==> src/rtl/spi_xfer_sched.sv <==
// Shares one 32-bit SPI master between a DAC write stream and a periodic ADC
// read trigger; issues two configuration writes after reset, then round-robin.
module spi_xfer_sched #(
    parameter logic [31:0] INIT_CMD0  = 32'h0000_0000,
    parameter logic [31:0] INIT_CMD1  = 32'h0000_0000,
    parameter int unsigned SAMPLE_DIV = 1000,
    parameter int unsigned GAP        = 2
) (
    input  logic        clk,
    input  logic        rst_n,
    input  logic        dac_valid_i,
    input  logic [31:0] dac_data_i,
    output logic        dac_ready_o,
    input  logic        sample_en_i,
    output logic        adc_valid_o,
    output logic [15:0] adc_data_o,
    output logic        overrun_o,
    output logic        init_done_o,
    output logic        busy_o,
    output logic        spi_writ_flag_o,
    output logic        spi_read_flag_o,
    output logic [31:0] spi_writ_data_o,
    input  logic [32:0] spi_read_data_i
);
    localparam int unsigned TW            = $clog2(SAMPLE_DIV);
    localparam int unsigned GW            = (GAP > 1) ? $clog2(GAP) : 1;
    localparam int unsigned GAP_LAST      = GAP - 1;
    localparam int unsigned GAP_INIT_LAST = (GAP > 1) ? GAP - 2 : 0;

    typedef enum logic [2:0] {
        S_INIT0, S_INIT1, S_IDLE, S_ISSUE, S_WAIT, S_GAPW
    } state_e;

    state_e          state_q, state_d;
    logic [4:0]      wcnt_q, wcnt_d;
    logic [GW-1:0]   gcnt_q, gcnt_d;
    logic [TW-1:0]   timer_q, timer_d;
    logic            read_pend_q, read_pend_d;
    logic            last_read_q, last_read_d;
    logic            is_read_q, is_read_d;
    logic            cmd1_q, cmd1_d;
    logic            init_done_q, init_done_d;
    logic [31:0]     shadow_q, shadow_d;
    logic [31:0]     writ_data_q, writ_data_d;
    logic [15:0]     adc_data_q, adc_data_d;
    logic            adc_valid_q, adc_valid_d;
    logic            writ_flag_q, writ_flag_d;
    logic            read_flag_q, read_flag_d;
    logic            overrun_q, overrun_d;
    logic            busy_q, busy_d;
    logic            grant_read;
    logic            timer_run;
    logic            tick;

    // Next-state, grant and sample-timer logic
    always_comb begin
        state_d     = state_q;
        wcnt_d      = wcnt_q;
        gcnt_d      = gcnt_q;
        last_read_d = last_read_q;
        is_read_d   = is_read_q;
        cmd1_d      = cmd1_q;
        init_done_d = init_done_q;
        shadow_d    = shadow_q;
        writ_data_d = writ_data_q;
        adc_data_d  = adc_data_q;
        adc_valid_d = 1'b0;
        writ_flag_d = 1'b0;
        read_flag_d = 1'b0;
        dac_ready_o = 1'b0;
        grant_read  = 1'b0;

        unique case (state_q)
            S_INIT0: begin
                writ_data_d = INIT_CMD0;
                is_read_d   = 1'b0;
                cmd1_d      = 1'b0;
                writ_flag_d = 1'b1;
                state_d     = S_ISSUE;
            end
            S_INIT1: begin
                writ_data_d = INIT_CMD1;
                is_read_d   = 1'b0;
                cmd1_d      = 1'b1;
                writ_flag_d = 1'b1;
                state_d     = S_ISSUE;
            end
            S_IDLE: begin
                // On contention the DAC wins only if the read went last
                if (dac_valid_i && (!read_pend_q || last_read_q)) begin
                    dac_ready_o = 1'b1;
                    writ_data_d = dac_data_i;
                    is_read_d   = 1'b0;
                    last_read_d = 1'b0;
                    writ_flag_d = 1'b1;
                    state_d     = S_ISSUE;
                end else if (read_pend_q) begin
                    grant_read  = 1'b1;
                    is_read_d   = 1'b1;
                    last_read_d = 1'b1;
                    read_flag_d = 1'b1;
                    state_d     = S_ISSUE;
                end
            end
            S_ISSUE: begin
                wcnt_d  = 5'd0;
                state_d = S_WAIT;
            end
            S_WAIT: begin
                if (is_read_q) begin
                    shadow_d[5'd31 - wcnt_q] = spi_read_data_i[6'd32 - {1'b0, wcnt_q}];
                end
                wcnt_d = wcnt_q + 5'd1;
                if (wcnt_q == 5'd31) begin
                    gcnt_d = '0;
                    if (is_read_q) begin
                        adc_data_d  = shadow_q[31:16];
                        adc_valid_d = 1'b1;
                    end
                    if (!init_done_q && !cmd1_q && GAP == 1) begin
                        state_d = S_INIT1;
                    end else begin
                        state_d = S_GAPW;
                    end
                end
            end
            S_GAPW: begin
                gcnt_d = gcnt_q + GW'(1);
                // INIT1 itself stands in for the last gap cycle of the first config write
                if (!init_done_q && !cmd1_q && gcnt_q == GW'(GAP_INIT_LAST)) begin
                    state_d = S_INIT1;
                end else if (gcnt_q == GW'(GAP_LAST)) begin
                    state_d     = S_IDLE;
                    init_done_d = 1'b1;
                end
            end
            default: state_d = S_INIT0;
        endcase

        busy_d      = (state_d != S_IDLE);
        timer_run   = sample_en_i && init_done_q;
        tick        = timer_run && (timer_q == TW'(SAMPLE_DIV - 1));
        timer_d     = (!timer_run || tick) ? '0 : timer_q + TW'(1);
        read_pend_d = (read_pend_q && !grant_read) || tick;
        overrun_d   = tick && read_pend_q && !grant_read;
    end

    always_ff @(posedge clk or negedge rst_n) begin
        if (!rst_n) begin
            state_q     <= S_INIT0;
            wcnt_q      <= '0;
            gcnt_q      <= '0;
            timer_q     <= '0;
            read_pend_q <= 1'b0;
            last_read_q <= 1'b1;
            is_read_q   <= 1'b0;
            cmd1_q      <= 1'b0;
            init_done_q <= 1'b0;
            shadow_q    <= '0;
            writ_data_q <= '0;
            adc_data_q  <= '0;
            adc_valid_q <= 1'b0;
            writ_flag_q <= 1'b0;
            read_flag_q <= 1'b0;
            overrun_q   <= 1'b0;
            busy_q      <= 1'b0;
        end else begin
            state_q     <= state_d;
            wcnt_q      <= wcnt_d;
            gcnt_q      <= gcnt_d;
            timer_q     <= timer_d;
            read_pend_q <= read_pend_d;
            last_read_q <= last_read_d;
            is_read_q   <= is_read_d;
            cmd1_q      <= cmd1_d;
            init_done_q <= init_done_d;
            shadow_q    <= shadow_d;
            writ_data_q <= writ_data_d;
            adc_data_q  <= adc_data_d;
            adc_valid_q <= adc_valid_d;
            writ_flag_q <= writ_flag_d;
            read_flag_q <= read_flag_d;
            overrun_q   <= overrun_d;
            busy_q      <= busy_d;
        end
    end

    assign adc_valid_o     = adc_valid_q;
    assign adc_data_o      = adc_data_q;
    assign overrun_o       = overrun_q;
    assign init_done_o     = init_done_q;
    assign busy_o          = busy_q;
    assign spi_writ_flag_o = writ_flag_q;
    assign spi_read_flag_o = read_flag_q;
    assign spi_writ_data_o = writ_data_q;
endmodule

==> config.mk <==
export PLATFORM = sky130hd
export DESIGN_NAME = spi_xfer_sched
export DESIGN_NICKNAME = d
export VERILOG_FILES = /design/src/rtl/spi_xfer_sched.sv
export SDC_FILE = /design/constraint.sdc
export NUM_CORES = 1
export LEC_CHECK = 0
export ABC_AREA = 1
export CORE_UTILIZATION = 43
export DETAILED_ROUTE_END_ITERATION = 12
export PLACE_DENSITY = 0.76
export SLEW_MARGIN = 30
export SYNTH_ARGS = -nofsm -noshare
export SYNTH_HDL_FRONTEND = slang
export SYNTH_SLANG_ARGS = --single-unit
==> constraint.sdc <==
create_clock -name clk -period 1.8 [get_ports clk]
set_input_delay 0.36 -clock clk [delete_from_list [all_inputs] [get_ports clk]]
set_output_delay 0.36 -clock clk [all_outputs]
set_load 0.01 [all_outputs]
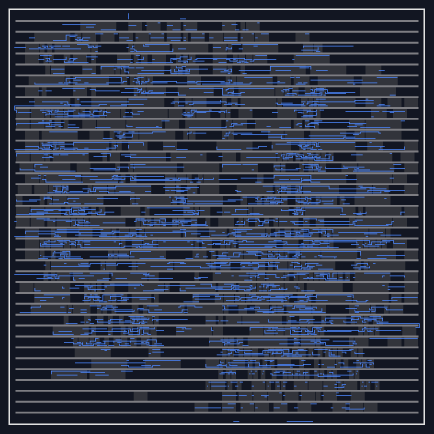
(run_1/layer_met1.png)
(4 px per um) Supply wires on this layer in grey. Cells faint in the background.
The wires run mostly horizontal. The longest straight run is 27.1 um. The layer holds 42% of the routed length. The layer carries 4,470 um of wire. 662 nets have wire on it.
met1 capacity usage during global routing: 25.0%
DR vias: 4,059

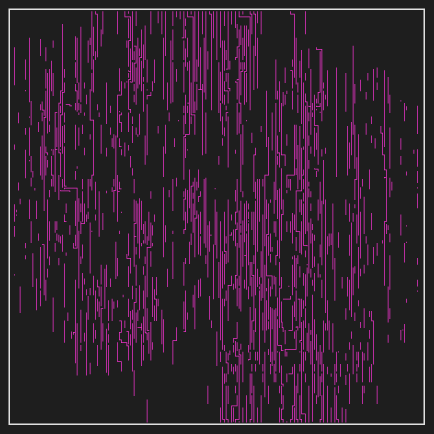
(run_1/layer_met2.png)
(4 px per um)
The layer holds 50% of the routed length. The layer carries 5,370 um of wire. The longest straight run is 32.3 um.
final WL: 10,600 um
M2 GR Usage: 34.5%

==> results.py, run 1 <==
# Synthesis and PnR figures
metrics = {
    "outcome": {
        "status": "complete, no violations",
    },
    "synth": {
        "syn_avg_cell_area_sq_um": 8.03,
        "mux_share_pct": 2.80,
        "ys_sh_adder_pct": 1.70,
        "yosysSeqAreaShare_pct": 52.7,
        "synth_warnings": 0,
        "edf_count": 0,
        "yosys.cell_types.count": 30,
    },
    "cells_and_area": {
        "fin_area_sq_um": 6380,
        "diodes": 0,
        "largest_reg_flops": 32,
    },
    "cts": {
        "clock-root-buffer": "clkbuf_8",
        "cts_made_buffers": 9,
        "cts_htree_levels": 3,
        "clk_latency_ns": 0.35,
    },
    "setup_path": {
        "required_ns": 1.44,
        "reg2reg_setup_slack_ns": 0.05,
    },
    "timing": {
        "finalHoldViolations": 0,
        "clock.fmax_mhz": 569,
        "finClkSkew_ns": 0.0104,
        "worst_slack_ns": 0.0435,
    },
    "placement": {
        "dpl_cell_area_sq_um": 5960,
    },
    "power": {
        "power.density_nw_per_um2": 1180,
        "p_leak_nw": 3.12,
    },
    "die": {
        "io_pins": 124,
    },
    "global_routing": {
        "grt_util_all_layers_pct": 20.3,
        "antenna_found_initial": 0,
    },
    "job": {
        "max_cap_viol_count": 0,
    },
    "routing": {
        "vias_per_cell": 4.88,
    },
}
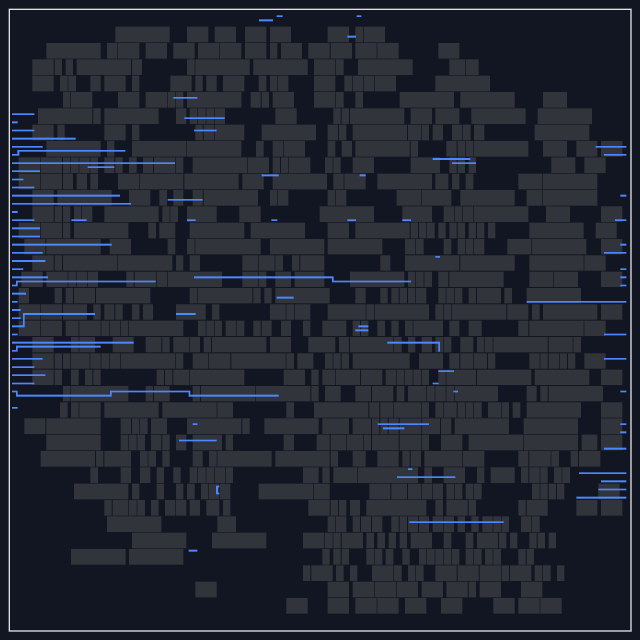
(run_1/layer_met3.png)
(6 px per um) Cells faint in the background.
The longest straight run is 26.9 um. 76 nets have wire on it. The layer holds 5.0% of the routed length.
met3 usage: 4.03%

run 1: timing repair:
item	4_1_cts	5_1_grt
hold buffers	1	0
pin swaps	0	12
buffers inserted	0	3
cloned	0	2
endpoints found under the setup margin	19	61
resized	8	36
endpoints found under the hold margin	34	0
run 1: routing by layer:
layer  GRT usage (%)  vias to the layer above  part of all wire (%)
met5               0                        -                     0
met2            34.5                      110                    50
met1            25.0                     1918                    42
met4            8.78                        0                   2.5
li1                -                     2004                     -
met3            4.03                       27                   5.0
run 1: final cells by class:
cell class,count,area (sq um)
inverters,75,289
fillers,800,3480
repair buffers,151,1490
flip-flops and latches,93,2330
clock buffers,11,141
clock inverters,4,57.6
well taps,133,166
multi-input cells,365,1910
run 1: worst paths after layout:
path                            depth (start not counted)             end        start
worst max-delay path                                    5     dac_ready_o  last_read_q
worst min register to register                          1      timer_q[0]   timer_q[0]
min in group asynchronous                               2  adc_data_o[13]        rst_n
max in group asynchronous                               3    shadow_q[26]        rst_n
worst max register to register                         11    shadow_q[25]    wcnt_q[0]
worst min-delay path                                    1      timer_q[0]   timer_q[0]
run 1: through the flow:
step / TNS (ns) / power (mW) / util (%)
floorplan: -0.381 / 4.40 / -
global placement: -8.61 / 5.72 / 60.4
detailed placement: -10.44 / 5.80 / 60.4
CTS: 0 / 7.24 / 62.7
global route: -0.325 / 8.02 / 64.7
finish: 0 / 7.53 / 64.7
run 1: power by group:
group | switching (mW) | internal (mW) | total (mW)
sequential | 0.255 | 2.53 | 2.78
clock | 0.727 | 0.686 | 1.41
combinational | 1.79 | 1.55 | 3.34
total | 2.77 | 4.76 | 7.53
run 1: kinds of logic (layout without fill, tap and decap cells):
logic type	after synthesis	after routing
flops	93	93
compound gates	31	31
fa+ha+maj	6	6
simple gates	311	312
xor+xnor	5	5
mux	11	11
buf+inv	93	241
==> run_1/layer_met4.png <==
(4 px per um) Supply wires on this layer in grey. Cells faint in the background.
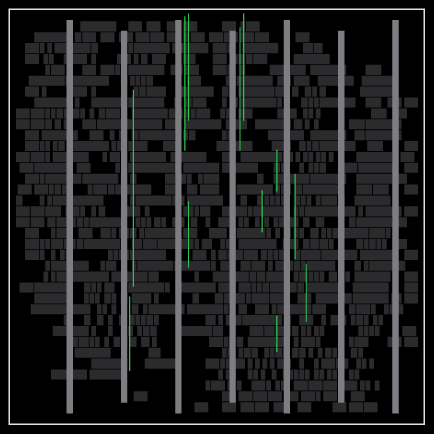

==> inputs of run 2 (changes only) <==
Settings changed: ABC_AREA 1 to not set, PLACE_DENSITY 0.76 to 0.77.
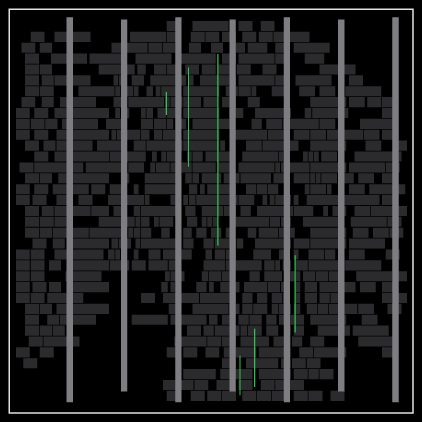
(run_2/layer_met4.png)
(4 px per um) Supply wires on this layer in grey. Cells faint in the background.
The layer holds 1.3% of the routed length. 5 nets have wire on it. The longest straight run is 47.6 um.
final WL: 9570 um
DR vias: 3,243

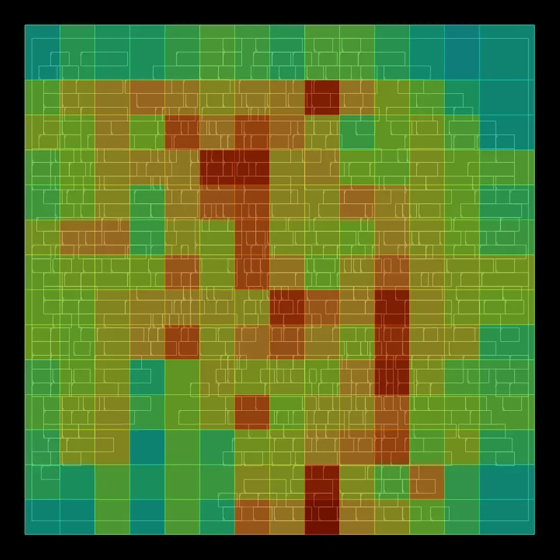
(run_2/congestion.png)
met1 capacity usage during global routing: 25.6%
M2 GR Usage: 34.2%

==> run 2 against run 1 <==
Compared with the run above:
- the flow now finishes with violations (setup timing)
- wire length is 10% lower
- first-iteration DRC count is 20% lower
- register-to-register slack worse by 0.49 ns
- critical endpoint is now shadow_q[28]
- via count is 20% lower
- worst hold slack better by 0.010 ns
- combinational power is 2% higher
- largest power group unchanged
- synthesized area is 5.5% lower
- power is 0.80% higher
- clock skew is 0.0029 ns lower
- clock power is 7% lower
- largest cell class unchanged
- design area is 3.3% lower
==> results.py, run 2 <==
# Synthesis and PnR figures
metrics = {
    "placement": {
        "dpl_cell_area_sq_um": 5840,
    },
    "timing": {
        "setup_viol": 35,
        "finClkSkew_ns": 0.00742,
        "worst_slack_ns": -0.441,
        "clock.fmax_mhz": 446,
        "setup-tns-final_ns": -8.75,
        "finalHoldViolations": 0,
    },
    "cells_and_area": {
        "regArea_sq_um": 2330,
        "largest_reg_flops": 32,
        "comb_area_sq_um": 1790,
        "post-route-util_pct": 66.2,
        "fillers": 719,
    },
    "synth": {
        "synth_warnings": 0,
        "yosys.cell_types.count": 47,
        "edf_count": 0,
        "syn_avg_cell_area_sq_um": 12.3,
        "ys_sh_adder_pct": 1.80,
        "yosysSeqAreaShare_pct": 55.8,
        "mux_share_pct": 13.6,
        "yosys_area_sq_um": 4180,
    },
    "routing": {
        "vias_per_cell": 5.15,
    },
    "global_routing": {
        "grt_util_all_layers_pct": 20.1,
        "antenna_found_initial": 0,
    },
    "power": {
        "netSwitchingPower_mw": 2.58,
        "p_comb_mw": 3.40,
        "p_clk_mw": 1.31,
        "p_leak_nw": 2.80,
        "power.sequential.fraction_pct": 38.0,
        "p_clk_share_pct": 17.2,
        "report.power.total_mw": 7.59,
        "seq-power_mw": 2.88,
        "p_int_mw": 5.01,
        "sw_frac_of_total_pct": 34.0,
        "power_leader": "combinational cells",
        "power.share.combinational_pct": 44.8,
    },
    "outcome": {
        "status": "complete, but fails checks",
        "failed_checks": "setup timing",
    },
    "worst_hold_path": {
        "min_path_type": "primary input to async pin",
    },
    "cts": {
        "cts_htree_levels": 3,
        "cts_made_buffers": 9,
        "clk_latency_ns": 0.36,
    },
    "setup_path": {
        "path_buffers": 1,
        "path_depth": 6,
    },
    "die": {
        "io_pins": 124,
    },
}
==> run 2: netlist changes by cell type after synthesis, sizes merged, moves of 15 or more <==
cell	before	now
nand2	180	31
inv	74	10
nand3	65	5
a22o	0	32
nor2	41	22
mux2	11	29
o21ai	22	7
==> run 2: logic make-up (layout without fill, tap and decap cells) <==
family / count (synthesis) / count (layout)
XOR/XNOR: 12 / 12
multiplexers: 42 / 42
AND-OR/OR-AND: 69 / 69
AND/OR/NAND/NOR: 87 / 87
adder cells (fa/ha/maj): 6 / 6
buffers and inverters: 31 / 192
flip-flops: 93 / 93
==> run 2: final timing paths <==
path                                  endpoint  slack, ns        from
worst min register to register      timer_q[0]       0.48  timer_q[0]
min in group clk                    timer_q[0]       0.48  timer_q[0]
worst min-delay path            adc_data_o[13]       0.48       rst_n
max in group asynchronous          last_read_q       0.74       rst_n
worst max register to register    shadow_q[28]      -0.44   wcnt_q[0]
worst max-delay path              shadow_q[28]      -0.44   wcnt_q[0]
==> run 2: repair_timing <==
| item | CTS | global route |
|---|---|---|
| endpoints found under the hold margin | 31 | 0 |
| cloned | 1 | 1 |
| pin swaps | 2 | 2 |
| endpoints found under the setup margin | 69 | 70 |
| hold buffers | 1 | 0 |
| setup buffers | 0 | 2 |
| resized | 12 | 10 |
==> run 2: final cells by class <==
| type | count | share of cell area, % |
|---|---|---|
| well taps | 129 | 2.62 |
| clock buffers | 9 | 2.01 |
| clock inverters | 7 | 0.912 |
| inverters | 10 | 0.649 |
| repair buffers | 166 | 27.1 |
| multi-input cells | 216 | 29.0 |
| flip-flops and latches | 93 | 37.7 |
==> run 2: per-layer routing <==
metal	vias up	wire, um	GRT usage (%)
li1	1550	-	-
met1	1583	4340	25.6
met2	95	4690	34.2
met3	15	421	5.13
met4	0	120	5.57
met5	-	0	0
Power and IR drop assume default switching activity.
